**config.mk**
```make
export PLATFORM = sky130hd
export DESIGN_NAME = spart_rx
export DESIGN_NICKNAME = d
export VERILOG_FILES = /design/src/rtl/spart_pkg.sv /design/src/rtl/spart_sync.sv /design/src/rtl/spart_rx.sv
export SDC_FILE = /design/constraint.sdc
export NUM_CORES = 1
export LEC_CHECK = 0
export ABC_AREA = 1
export CORE_UTILIZATION = 40
export DETAILED_ROUTE_END_ITERATION = 16
export HOLD_SLACK_MARGIN = 0.15
export PLACE_DENSITY_LB_ADDON = 0.15
export SKIP_LAST_GASP = 1
export SYNTH_ARGS = -nofsm -noshare
export SYNTH_HDL_FRONTEND = slang
export SYNTH_SLANG_ARGS = --single-unit
```
**constraint.sdc**
```tcl
create_clock -name clk -period 2.7 [get_ports clk]
set_input_delay 0.405 -clock clk [delete_from_list [all_inputs] [get_ports clk]]
set_output_delay 0.405 -clock clk [all_outputs]
set_load 0.01 [all_outputs]
```
**src/rtl/spart_pkg.sv**
```systemverilog
// spart_pkg: definitions shared by the SPART receive path, transmit path and
// baud generator.
//   - rx_state_t     : receive framing state machine encoding
//   - OVERSAMPLE_DEF : default enable ticks per bit period
//   - DATA_W_DEF     : default data bits per character
package spart_pkg;

    localparam int OVERSAMPLE_DEF = 16;
    localparam int DATA_W_DEF     = 8;

    typedef enum logic [2:0] {
        RX_IDLE,
        RX_START,
        RX_DATA,
        RX_STOP,
        RX_BREAK
    } rx_state_t;

endpackage

```
**src/rtl/spart_sync.sv**
```systemverilog
// spart_sync: two-flop synchroniser for a single asynchronous input.
//   clk   : destination clock
//   rst_n : asynchronous active-low reset; both flops load RST_VAL
//   d     : asynchronous input
//   q     : synchronised output, two clk cycles behind d
module spart_sync #(
    parameter logic RST_VAL = 1'b1
) (
    input  logic clk,
    input  logic rst_n,
    input  logic d,
    output logic q
);

    logic meta;

    always_ff @(posedge clk or negedge rst_n) begin
        if (!rst_n) begin
            meta <= RST_VAL;
            q    <= RST_VAL;
        end else begin
            // NOTE: non-blocking assignments make both flops sample together,
            // so the chain is two stages deep and not collapsed into one.
            meta <= d;
            q    <= meta;
        end
    end

endmodule

```
**src/rtl/spart_rx.sv**
```systemverilog
// spart_rx: receive half of the SPART serial port. Oversamples the rxd pin
// with the baud enable tick, frames 8N1 characters (LSB first) and holds the
// last byte in a one-deep buffer for the bus interface.
//   clk         : system clock
//   rst_n       : asynchronous active-low reset
//   enable      : baud tick, one-cycle pulse at OVERSAMPLE x baud rate
//   rxd         : asynchronous serial input, idles high
//   rda_clr     : bus read acknowledge, clears rda and overrun
//   rx_data     : last good received byte
//   rda         : receive data available
//   framing_err : stop bit sampled low on the last frame
//   overrun     : a good frame completed while rda was still set
module spart_rx
    import spart_pkg::*;
#(
    parameter int OVERSAMPLE = OVERSAMPLE_DEF,
    parameter int DATA_W     = DATA_W_DEF
) (
    input  logic              clk,
    input  logic              rst_n,
    input  logic              enable,
    input  logic              rxd,
    input  logic              rda_clr,
    output logic [DATA_W-1:0] rx_data,
    output logic              rda,
    output logic              framing_err,
    output logic              overrun
);

    localparam int TICK_W = $clog2(OVERSAMPLE);
    localparam int BIT_W  = $clog2(DATA_W + 1);

    localparam logic [TICK_W-1:0] HALF_TICK = TICK_W'(OVERSAMPLE / 2 - 1);
    localparam logic [TICK_W-1:0] LAST_TICK = TICK_W'(OVERSAMPLE - 1);
    localparam logic [BIT_W-1:0]  LAST_BIT  = BIT_W'(DATA_W - 1);

    rx_state_t         state;
    logic [TICK_W-1:0] tick_cnt;
    logic [BIT_W-1:0]  bit_cnt;
    logic [DATA_W-1:0] shift;
    logic              rxd_s;

    // Reset to 1 so the line looks idle and no false start is seen at release.
    spart_sync #(.RST_VAL(1'b1)) u_sync (
        .clk   (clk),
        .rst_n (rst_n),
        .d     (rxd),
        .q     (rxd_s)
    );

    always_ff @(posedge clk or negedge rst_n) begin
        if (!rst_n) begin
            state       <= RX_IDLE;
            tick_cnt    <= '0;
            bit_cnt     <= '0;
            shift       <= '0;
            rx_data     <= '0;
            rda         <= 1'b0;
            framing_err <= 1'b0;
            overrun     <= 1'b0;
        end else begin
            // NOTE: the acknowledge clear comes first; a frame completing in
            // the same cycle assigns rda later in this block, and the last
            // non-blocking assignment wins, so a new byte is never lost.
            if (rda_clr) begin
                rda     <= 1'b0;
                overrun <= 1'b0;
            end

            case (state)
                RX_IDLE: begin
                    if (enable && !rxd_s) begin
                        state    <= RX_START;
                        tick_cnt <= '0;
                    end
                end

                // Re-check the line half a bit in; a high here was a glitch.
                RX_START: begin
                    if (enable) begin
                        if (tick_cnt == HALF_TICK) begin
                            tick_cnt <= '0;
                            if (!rxd_s) begin
                                state   <= RX_DATA;
                                bit_cnt <= '0;
                            end else begin
                                state <= RX_IDLE;
                            end
                        end else begin
                            tick_cnt <= tick_cnt + 1'b1;
                        end
                    end
                end

                // Sampling a full bit period after the start mid-point keeps
                // every sample near the centre of its bit.
                RX_DATA: begin
                    if (enable) begin
                        if (tick_cnt == LAST_TICK) begin
                            tick_cnt <= '0;
                            shift    <= {rxd_s, shift[DATA_W-1:1]};
                            bit_cnt  <= bit_cnt + 1'b1;
                            if (bit_cnt == LAST_BIT) begin
                                state <= RX_STOP;
                            end
                        end else begin
                            tick_cnt <= tick_cnt + 1'b1;
                        end
                    end
                end

                RX_STOP: begin
                    if (enable) begin
                        if (tick_cnt == LAST_TICK) begin
                            tick_cnt <= '0;
                            if (rxd_s) begin
                                rx_data     <= shift;
                                rda         <= 1'b1;
                                framing_err <= 1'b0;
                                // An acknowledged old byte is not an overrun.
                                overrun     <= rda && !rda_clr;
                                state       <= RX_IDLE;
                            end else begin
                                framing_err <= 1'b1;
                                state       <= RX_BREAK;
                            end
                        end else begin
                            tick_cnt <= tick_cnt + 1'b1;
                        end
                    end
                end

                // Hold off until the line returns high so a break condition
                // does not retrigger a stream of bogus frames.
                RX_BREAK: begin
                    if (rxd_s) begin
                        state <= RX_IDLE;
                    end
                end

                default: state <= RX_IDLE;
            endcase
        end
    end

endmodule

```
**Run 1: clock network drawn from the DEF**

Bar = 20 um.
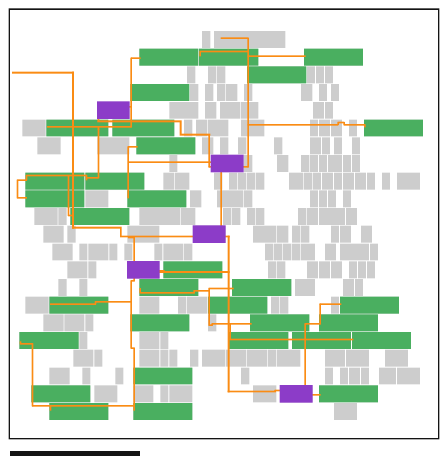
[clock wires] orange | length: 429 um
[clock drivers] purple | count: 5
[flip-flops] green | count: 32
routed clock nets	6
flops lie	all over the die

**Run 1: gate-type map**

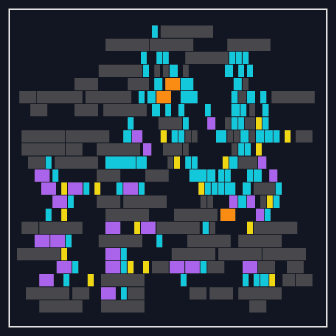
family	colour	cells	most used
inv cells	yellow	18	inv_1
xor and xnor cells	orange	3	xor2_1
aoi and oai cells	purple	25	o21ai_2
nand cells	cyan	83	nand2_1

==> run notes, run 1 <==
The implementation run finished. In the per-layer breakdown of the detailed-route log, met1 shows 1435 um. The initial utilization of the core area, before any placement, comes to 0.4307. STA lists the startpoint of the worst hold path as u_sync.meta. The dominant power group in this design is sequential cells.

After synthesis, the most frequently instantiated cells are nand2_1 (58), dfrtp_1 (30), nand3_1 (18), nor2_1 (18), o21ai_2 (17). Worst hold slack after final layout landed at 0.3561 ns. Looking at the cell usage after synthesis, the top flip-flop cell is dfrtp_1. The most critical min-delay path falls under reg2reg. Total die size landed at 4319 sq um. Worst setup slack after placement landed at 0.8609 ns. Data-path buffer share of cell area in the final layout landed at 0.08171.

In this run, post-CTS repair resized a total of 0 instances. Entering global routing, the biggest net connects 33 pins. The tree is rooted in a clkbuf_8. Met3 wire length landed at 155 um. Gate count after technology mapping landed at 189. Per the detail_route report, vias per standard cell equal 4.763. Multi-input combinational cell count landed at 135.

Yosys reported a register bit count of 32. Headroom to the max-slew limit landed at 0.7397. Mean area per synthesized cell landed at 8.593 sq um.

The kind of cell with the highest combined delay along the critical path is simple AND/OR/NAND/NOR gates. The clock tree synthesis step divided the H-tree into 2 levels. Looking at area per cell type in the netlist, the leader is dfrtp_1. After its last routability iteration, the placer logged a weighted congestion of 0.8407. By instance count after routing, the leading logic cell types are nand2_1 (58), dfrtp_1 (30), nand3_1 (18), nor2_1 (18), o21ai_2 (17). Maximum vdd ir drop landed at 0.0003118 V.

Number of violations of the max-capacitance limit landed at 0. Number of global-route vias before repair landed at 1237. The final layout report lists a non-clock buffer count of 16. For this run, global-route usage on met2 was measured as 0.2628. First-pass GRT wire length landed at 5437 um.

The worst setup path is launched from a flop. Fraction of area in clock buffers and inverters landed at 0.06550. The final max-slew violation count recorded for this run is 0.

Number of endpoints failing setup at the final stage landed at 0. In this run, the synthesized area fraction spent on xor and xnor cells is recorded as 0.01618. Well-tap cell count landed at 48. The fraction of cell area in multi-input combinational cells is reported as 0.3703. Listed in order, past its start point the critical path passes inv_2, nand2_1, nor2_1, nand2_2, nand2_1, o21ai_2.

Internal power component landed at 958.7 uW. The HPWL after detailed placement is 2163 um. The power report lists the sequential group at 571 uW.

Initial antenna violation count landed at 0. Post-layout instance area landed at 1929 sq um. Shortest period the worst path allows landed at 1.610 ns. Detailed routing inserted a total of 1224 vias.

Arrival time reported for the critical path endpoint landed at 1.77 ns. At the pin with the least slew margin, the transition time is 0.3905 ns. By area the synthesized netlist is led by dfrtp_1 (46%), nand2_1 (13%), o21ai_2 (9.2%), nand3_1 (5.5%), nor2_1 (4.2%). Among the non-sequential cells, simple AND/OR/NAND/NOR gates take the most area.

Die extent in y landed at 65.72 um. Number of unique standard cell types used by synthesis landed at 25. After layout, the setup clock skew is reported as 0.004788 ns. Worst hold path stage count landed at 0. The global routing report lists combined usage of all routing layers as 0.1707. Placeable core area landed at 3771 sq um. Routed signal wires occupy layers up through met4.

In the final layout, the fill cell count is 358. Final setup TNS landed at 0 ns. Number of flip-flops and latches landed at 32. Looking at the reg2reg group, the worst path ends at shift[6]. The cell that appears most often on the critical path is nand2_1.

Summing every instance area after synthesis gives 1624 sq um. According to the I/O placement log, the pin count is 16. The run finished with clean final reports. Number of hold buffers added after cts landed at 0. Final-stage net count landed at 215. Number of warnings the tools reported landed at 26. The layout report lists the multi-input gate area as 714.4 sq um.

The startpoint identified for the worst register-to-register timing path is state[2].
**Run 1: cells coloured by class**

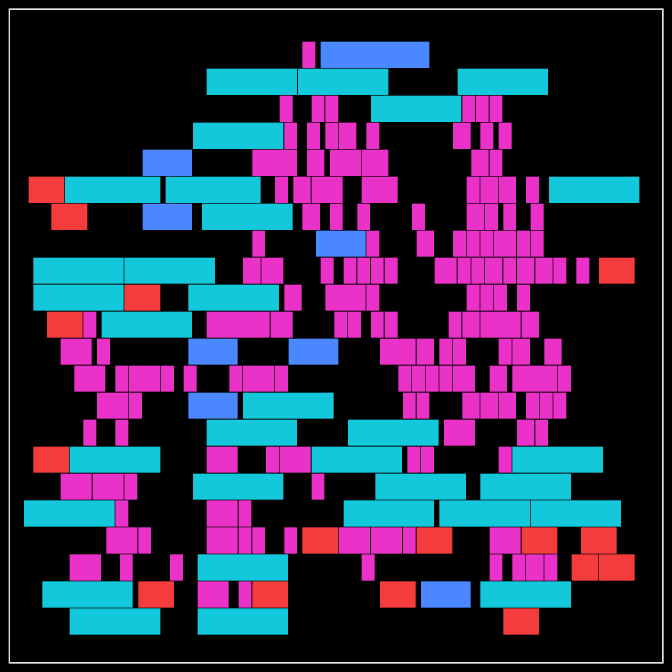
class	colour	cells	share of their area
combinational and other logic	magenta	153	42%
clock drivers and dummy loads	blue	8	6.8%
remaining buffers and delay cells	red	16	8.4%
sequential cells	cyan	32	43%

**Run 1: register map, names as in the netlist**

Other sequential cells in the stronger grey, the rest of the logic in the fainter grey.
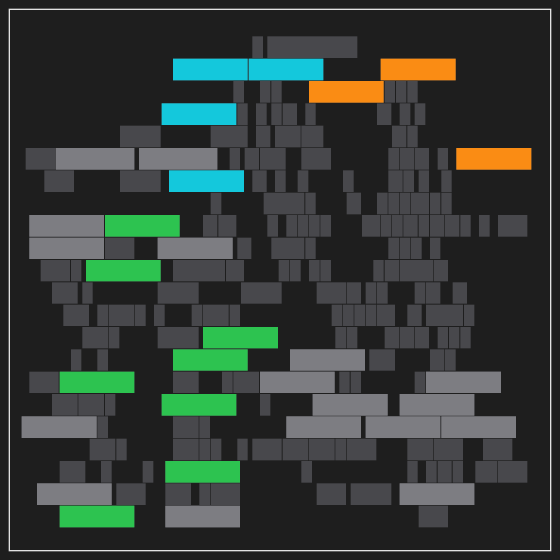
signal	colour	flops
bit_cnt	cyan	4
shift	green	8
state	orange	3
not coloured	17

==> run 2: changes to the inputs <==
- clock period: 2.7 -> 1.53 ns (I/O delays scaled with it)
**Run 2: cells coloured by class**

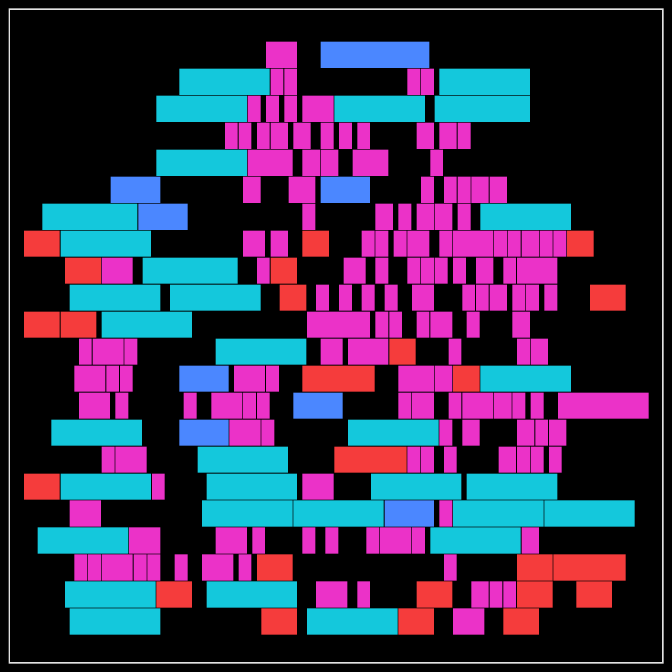
class	colour	cells	share of their area
clock drivers and dummy loads	blue	8	6.3%
combinational and other logic	magenta	153	40%
sequential cells	cyan	32	40%
remaining buffers and delay cells	red	24	13%

==> run notes, run 2 <==
The implementation run finished. Last weighted congestion value of the routability-driven placer landed at 0.8256. Each instance of the synthesized netlist takes up on average 8.593 sq um. For this run, the post-layout net count is 223. Number of warnings the tools reported landed at 26. Among all flip-flop cells after synthesis, the most frequent one is dfrtp_1. The initial antenna violation count is 0. Overall routing resource usage recorded by global route was 0.1737. The number of global-route vias before repair came to 1308. Setup slack on the worst path after placement came out at -0.09954 ns. Of the combinational cells, the family taking the most area is simple AND/OR/NAND/NOR gates. Number of flip-flops and latches landed at 32. First-pass GRT wire length landed at 5554 um.

Internal power component landed at 1.766 mW. The type recorded for the worst min-delay path is in2async. Ranked by total cell area, the synthesized netlist is headed by dfrtp_1 (46%), nand2_1 (13%), o21ai_2 (9.2%), nand3_1 (5.5%), nor2_1 (4.2%).

The largest part of the power goes to sequential cells. Maximum number of pins on one net before global-route repair landed at 33. After synthesis the cells add up to 1624 sq um. The synthesized instance count is 189.

The flow ran to the end, and the final reports show no timing, DRC or antenna violations. Fraction of area in clock buffers and inverters landed at 0.06155. Looking at the reg2reg group, the worst path ends at tick_cnt[0].

The multi-input combinational cells in the finished layout cover a total of 739.5 sq um. The tightest hold path in the finished design has a slack of 0.3044 ns. Global routing met2 resource utilization landed at 0.2908. The detailed router used layers up to and including met4.

Layout filler cell count landed at 338. During tapcell insertion the tool placed 48 well taps. By count the netlist is led by nand2_1 (58), dfrtp_1 (30), nand3_1 (18), nor2_1 (18), o21ai_2 (17). In this run, the synthesized area fraction spent on xor and xnor cells is recorded as 0.01618. In the final timing run, aggregate negative setup slack is 0 ns. Maximum vdd ir drop landed at 0.0006004 V. The cell family contributing the most delay on the critical path is flip-flops. For the completed layout, the total cell area is recorded as 2053 sq um. Across all checked pins, the minimum headroom to the slew limit is 0.8020. Number of endpoints failing setup at the final stage landed at 0. Shortest period the worst path allows landed at 1.434 ns. Via-per-instance ratio landed at 4.909.
Power is estimated from default activity; no workload was simulated.
